--- src/rtl/acc_seq_ctrl.sv ---
// acc_seq_ctrl: one job in, ROUND x COMPUTE_CYCLE bit-plane reads out (credit-metered vs cm_beat), one result back.
// First request 1 cycle after cmd; stalls on !rd_req_rdy or full credit. ACC_SEQ_PERF_EN adds perf counters.
module acc_seq_ctrl #(
  parameter int ADDR_W          = 16,
  parameter int COMPUTE_CYCLE   = 8,
  parameter int ROUND           = 128,
  parameter int MAX_OUTSTANDING = 4,
  localparam int BIT_W = $clog2(COMPUTE_CYCLE),
  localparam int RND_W = $clog2(ROUND + 1),
  localparam int CRD_W = $clog2(MAX_OUTSTANDING + 1)
) (
  input  logic              clk,
  input  logic              rst_n,
  input  logic              cmd_vld,
  output logic              cmd_rdy,
  input  logic [ADDR_W-1:0] cmd_base_addr,
  input  logic [RND_W-1:0]  cmd_rounds,
  output logic              rd_req_vld,
  input  logic              rd_req_rdy,
  output logic [ADDR_W-1:0] rd_req_addr,
  output logic [BIT_W-1:0]  rd_req_bit,
  output logic              rd_req_last,
  input  logic              cm_beat,
  input  logic              acc_vld,
  output logic              acc_rdy,
  input  logic              res_rdy,
  output logic              busy,
  output logic              done
`ifdef ACC_SEQ_PERF_EN
  ,
  output logic [31:0]       perf_stall_cnt,
  output logic [31:0]       perf_job_cyc
`endif
);

  localparam int TOT_W = RND_W + BIT_W;

  typedef enum logic [2:0] {IDLE, ISSUE, DRAIN, RESULT, DONE} state_t;

  state_t            state_q, state_d;
  logic [ADDR_W-1:0] addr_q;
  logic [BIT_W-1:0]  bit_q;
  logic              last_q;
  logic [TOT_W-1:0]  idx_q, last_idx_q;
  logic [CRD_W-1:0]  credit_q;
  logic [RND_W-1:0]  eff_rounds;
  logic              cmd_hs, req_hs, beat_ok, credit_full;

  assign eff_rounds  = (cmd_rounds == '0) ? RND_W'(ROUND) : cmd_rounds;
  assign credit_full = (credit_q >= CRD_W'(MAX_OUTSTANDING));

  assign cmd_rdy     = (state_q == IDLE);
  assign busy        = (state_q != IDLE);
  assign done        = (state_q == DONE);
  assign acc_rdy     = (state_q == RESULT) & res_rdy;
  assign rd_req_vld  = (state_q == ISSUE) & ~credit_full;
  assign rd_req_addr = addr_q;
  assign rd_req_bit  = bit_q;
  assign rd_req_last = last_q;

  assign cmd_hs  = cmd_vld & cmd_rdy;
  assign req_hs  = rd_req_vld & rd_req_rdy;
  // A beat with nothing outstanding is stale (e.g. from an aborted job) and is dropped.
  assign beat_ok = cm_beat & (credit_q != '0);

  always_ff @(posedge clk or negedge rst_n) begin
    if (!rst_n) begin
      state_q <= IDLE;
    end else begin
      state_q <= state_d;
    end
  end

  always_comb begin
    state_d = state_q;
    unique case (state_q)
      IDLE:    if (cmd_vld)             state_d = ISSUE;
      ISSUE:   if (req_hs && last_q)    state_d = DRAIN;
      DRAIN:   if (credit_q == '0)      state_d = RESULT;
      RESULT:  if (acc_vld && acc_rdy)  state_d = DONE;
      DONE:                             state_d = IDLE;
      default:                          state_d = IDLE;
    endcase
  end

  // Linear request index: addr = base + idx, bit = CC-1 - (idx mod CC), so both just step by one.
  always_ff @(posedge clk or negedge rst_n) begin
    if (!rst_n) begin
      addr_q     <= '0;
      bit_q      <= '0;
      last_q     <= 1'b0;
      idx_q      <= '0;
      last_idx_q <= '0;
    end else if (cmd_hs) begin
      addr_q     <= cmd_base_addr;
      bit_q      <= BIT_W'(COMPUTE_CYCLE - 1);
      last_q     <= 1'b0;
      idx_q      <= '0;
      last_idx_q <= {eff_rounds, {BIT_W{1'b0}}} - TOT_W'(1);
    end else if (req_hs) begin
      addr_q     <= addr_q + ADDR_W'(1);
      bit_q      <= bit_q - BIT_W'(1);
      last_q     <= ((idx_q + TOT_W'(1)) == last_idx_q);
      idx_q      <= idx_q + TOT_W'(1);
    end
  end

  always_ff @(posedge clk or negedge rst_n) begin
    if (!rst_n) begin
      credit_q <= '0;
    end else begin
      case ({req_hs, beat_ok})
        2'b10:   credit_q <= credit_q + CRD_W'(1);
        2'b01:   credit_q <= credit_q - CRD_W'(1);
        default: credit_q <= credit_q;
      endcase
    end
  end

`ifdef ACC_SEQ_PERF_EN
  always_ff @(posedge clk or negedge rst_n) begin
    if (!rst_n) begin
      perf_stall_cnt <= '0;
      perf_job_cyc   <= '0;
    end else if (cmd_hs) begin
      perf_stall_cnt <= '0;
      perf_job_cyc   <= '0;
    end else begin
      if ((state_q == ISSUE) && ((rd_req_vld && !rd_req_rdy) || credit_full) && (perf_stall_cnt != '1))
        perf_stall_cnt <= perf_stall_cnt + 32'd1;
      if ((state_q != IDLE) && (perf_job_cyc != '1))
        perf_job_cyc <= perf_job_cyc + 32'd1;
    end
  end
`endif

endmodule
--- config.mk ---
export PLATFORM = sky130hd
export DESIGN_NAME = acc_seq_ctrl
export DESIGN_NICKNAME = d
export VERILOG_FILES = /design/src/rtl/acc_seq_ctrl.sv
export SDC_FILE = /design/constraint.sdc
export NUM_CORES = 1
export LEC_CHECK = 0
export CAP_MARGIN = 15
export CELL_PAD_IN_SITES_DETAIL_PLACEMENT = 2
export CELL_PAD_IN_SITES_GLOBAL_PLACEMENT = 2
export CORE_UTILIZATION = 30
export DETAILED_ROUTE_END_ITERATION = 10
export PLACE_DENSITY = 0.86
export SLEW_MARGIN = 0
export SYNTH_ARGS = -nofsm -noshare
export SYNTH_HDL_FRONTEND = slang
export SYNTH_SLANG_ARGS = --single-unit
--- constraint.sdc ---
create_clock -name clk -period 2.3 [get_ports clk]
set_input_delay 0.46 -clock clk [delete_from_list [all_inputs] [get_ports clk]]
set_output_delay 0.46 -clock clk [all_outputs]
set_load 0.01 [all_outputs]
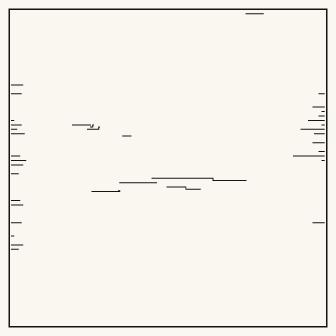
Fig. 1. Signal wires on met3 (run 1).
- nets with wire on the layer: 34
- main direction: horizontal
- wire length on this layer: 164 um
- share of all routed wire: 1.9%
final WL: 8750 um
via count: 2,583

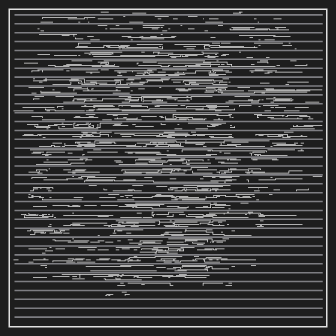
Fig. 2. Signal wires on met1 (run 1).
Supply wires on this layer in grey.
- main direction: horizontal
- wire length on this layer: 3,990 um
- longest straight run: 30.8 um
- nets with wire on the layer: 367
- share of all routed wire: 46%

==> results_slide.txt, run 1 <==
Run Summary

Routing
  • Routed length on met2: around 4500 um
  • Wire length on met3: approximately 160 um
  • Top Metal Used: met4
  • Iter 0 DRT Violations: ~150

Timing
  • Final setup fails: 0
  • Hold Slack: 0.104 ns
  • Fmax: about 0.46 GHz
  • Max-slew violations: 0
  • Rel. slew slack: 64.3%
  • RSZ-0062 raised after global routing: false
  • Final worst-path setup slack: approximately 0.11 ns

Global route
  • Pin count of the biggest net entering global routing: 47
  • Global-route wire length before repair: between 15,000 and 20,000 um
  • GRT Residual Overflow: 0
  • Global routing usage on met1: between 20% and 30%

Yosys
  • FA/HA/MAJ Cells, Area Fraction: around 3.1%
  • MUX share of area: less than 1%
  • Synth Cell Area: around 2700 um2
  • Yosys Instances: 311
  • Post-Syn Area per Cell: roughly 8.6 um2
  • Synth Area in XOR/XNOR: approximately 8.8%
  • Top cell type by instance count after synthesis: dfrtp_1
  • Top non-seq family: simple AND/OR/NAND/NOR gates

Critical path
  • Slowest stage delay, CP: about 0.54 ns
  • Critical path cell sequence: nor3_1 -> buf_4 -> clkdlybuf4s50_1
  • Worst Path Buf+Inv: 2
  • Cell depth of the worst flop-to-flop path: 8
  • Delay-heaviest family, CP: buffers and inverters
  • Type of origin of the critical path: flip-flop

Finish
  • Final Non-Filler Cells: about 480
  • Dominant kind of cell by area: multi-input combinational cells
  • Fill cells: about 950
  • Storage cell area: about 1200 um2
  • Buffering overhead: between 10% and 20%
  • Seq cells: ~46
  • Top cells excl fill/tap: clkdlybuf4s50_1 (54), dfrtp_1 (45), nand2_1 (44)
  • Final instance area: between 3000 and 4000 um2
  • Nonclk inv count: 15
  • Area grow syn2layout: 30.9%

Place
  • Cell Count Post-Placement: around 470
  • Routability cong.: between 0.7 and 0.8

Floorplan
  • Die Footprint: around 9300 um2
  • Die Width: between 90 and 100 um
  • Tapcell Cnt: around 110

CTS
  • CTS root buffer: clkbuf_8
  • Insertion Delay late pin: 0.31 ns
  • Clock-pin slew on the worst setup and hold paths: around 0.1 ns
  • CTS buffer count: 5

Run status
  • Status: complete, no violations

Power and ir drop
  • Sw Share: 41.8%
  • Top power group: combinational logic
  • Clock-net power: roughly 0.55 mW
  • Leak: between 1 and 1.5 nW
  • Sequential power share: 39.2%
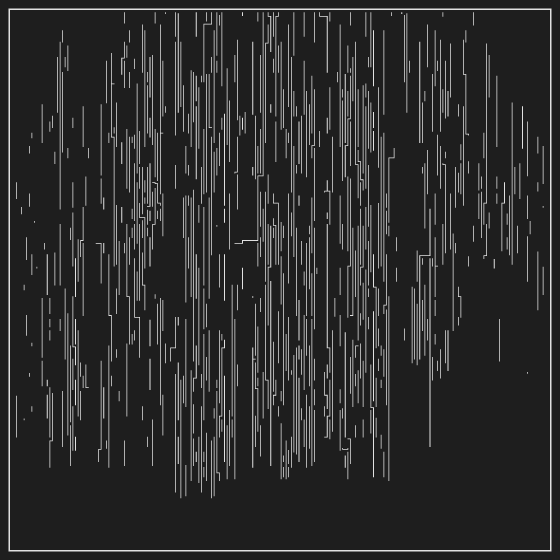
Fig. 3. The metal 2 layer (run 1).
- main direction: vertical
- wire length on this layer: 4,530 um
- share of all routed wire: 52%

## Run 2: what changed since run 1
CORE_ASPECT_RATIO = 1.75   (was not set)
CORE_UTILIZATION = 27   (was 30)
PLACE_DENSITY = 0.82   (was 0.86)
clock period = 1.95 ns   (was 2.3 ns; I/O delays follow)
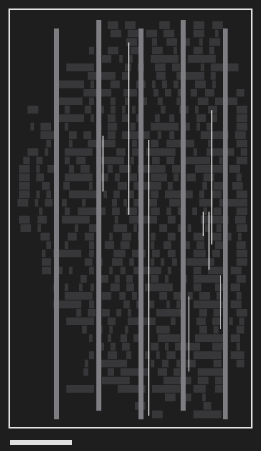
Fig. 4. M4 wires (run 2).
Bar = 20 um. Supply wires on this layer in grey.
- wire length on this layer: 271 um
- main direction: vertical
final WL: 9860 um
via count: 2,728

==> results_slide.txt, run 2 <==
Run Summary

Critical path
  • Type of origin of the critical path: flip-flop
  • Worst Path Buf+Inv: 2 (unchanged)
  • Worst r2r dst: credit_q[2]
  • Levels on crit path: 9
  • Delay-heaviest family, CP: simple AND/OR/NAND/NOR gates
  • Reg-to-reg slack, setup: around 0.0095 ns
  • Cell depth of the worst flop-to-flop path: 9 (+1)
  • Critical path cell sequence: nand2b_4 -> nor4b_4 -> inv_2 -> ha_4 -> inv_2 -> fa_2 -> xor2_1 -> nor2_1 -> xor2_1
  • Crit path capture: credit_q[2]
  • Slowest stage delay, CP: 0.42 ns (-0.12 ns)

Floorplan
  • Die Footprint: 10,400 um2 (+11%)
  • Die H: roughly 130 um
  • CORE AREA: 9590 um2
  • Tapcell Cnt: 122 (+13%)
  • Die Width: 77.5 um (-20%)

CTS
  • CTS root buffer: clkbuf_16
  • Insertion Delay late pin: 0.30 ns (about the same)
  • CTS buffer count: 5 (unchanged)
  • Clock-pin slew on the worst setup and hold paths: 0.07 ns (-0.03 ns)

Routing
  • Routed length on met2: 5770 um (+28%)
  • Routed wire per std cell: 18.9 um
  • Iter 0 DRT Violations: 62 (-59%)
  • Top Metal Used: met4
  • # DRC: 0
  • Met1 wire length: approximately 3600 um
  • Wire length on met3: 221 um (+35%)
  • Vias per inst: about 5.2

Timing
  • Rel. slew slack: 68.7% (+4.4 points)
  • Final setup fails: 0 (unchanged)
  • Fmax: roughly 0.52 GHz
  • RSZ-0062 raised after global routing: true
  • Clk_skew: around 0.0047 ns
  • Final worst-path setup slack: 0.00948 ns (-0.106 ns)
  • Max-slew violations: 0 (unchanged)
  • Hold Slack: 0.0360 ns (-0.0676 ns)

Place
  • Routability cong.: 0.829 (+11%)
  • Hpwl dp: around 7000 um
  • Cell Count Post-Placement: 502 (+6.4%)
  • Placed inst area: around 3600 um2

Finish
  • Seq cells: 46 (unchanged)
  • Top cells excl fill/tap: clkdlybuf4s50_1 (49), nand2_1 (44), dfrtp_1 (43)
  • Dominant kind of cell by area: multi-input combinational cells
  • Fill cells: 1,060 (+11%)
  • Final instance area: 3880 um2 (+10%)
  • Nonclk inv count: 15 (unchanged)
  • Seq/total area: just under 30%
  • Storage cell area: 1150 um2 (+0.22%)
  • Area grow syn2layout: 44.2%
  • Diodes inserted: 0
  • Final Non-Filler Cells: 521 (+8.5%)
  • Buffering overhead: 22.5% (+3.9 points)

Yosys
  • Top non-seq family: simple AND/OR/NAND/NOR gates
  • Post-synth top cells: dfrtp_1 (46), nand2_1 (44), o21ai_0 (32)
  • FA/HA/MAJ Cells, Area Fraction: 3.07% (unchanged)
  • Asr flop ratio synth: 100%
  • MUX share of area: 0.744% (unchanged)
  • AO/OA Area Share: 17.8%
  • Synth Cell Area: 2690 um2 (unchanged)
  • Post-Syn Area per Cell: 8.65 um2 (unchanged)
  • Yosys Instances: 311 (unchanged)
  • Synth Area in XOR/XNOR: 8.79% (unchanged)
  • Number of enable flip-flop cells: 0
  • Top cell type by instance count after synthesis: dfrtp_1
  • Top cells by area: dfrtp_1 (43%), nand2_1 (6.1%), o21ai_0 (6.0%)

Hold path
  • Class of the worst hold path: in2async

Global route
  • GRT Residual Overflow: 0 (unchanged)
  • Global-route wire length before repair: 15,500 um (+2.9%)
  • Global routing usage on met1: 19.2% (-6.5 points)
  • Pin count of the biggest net entering global routing: 29 (-38%)

Power and ir drop
  • Leak: 1.60 nW (+14%)
  • Sw Share: 39.4% (-2.3 points)
  • Top power group: combinational logic
  • Sequential power share: 33.6% (-5.6 points)
  • Clock-net power: 0.869 mW (+57%)

Run status
  • Status: complete, no violations
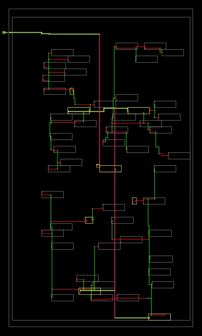
Fig. 5. Clock wiring as the flow saved it (run 2).
clkbuf count: 6
# clock sinks: 46

Power and IR drop assume default switching activity.
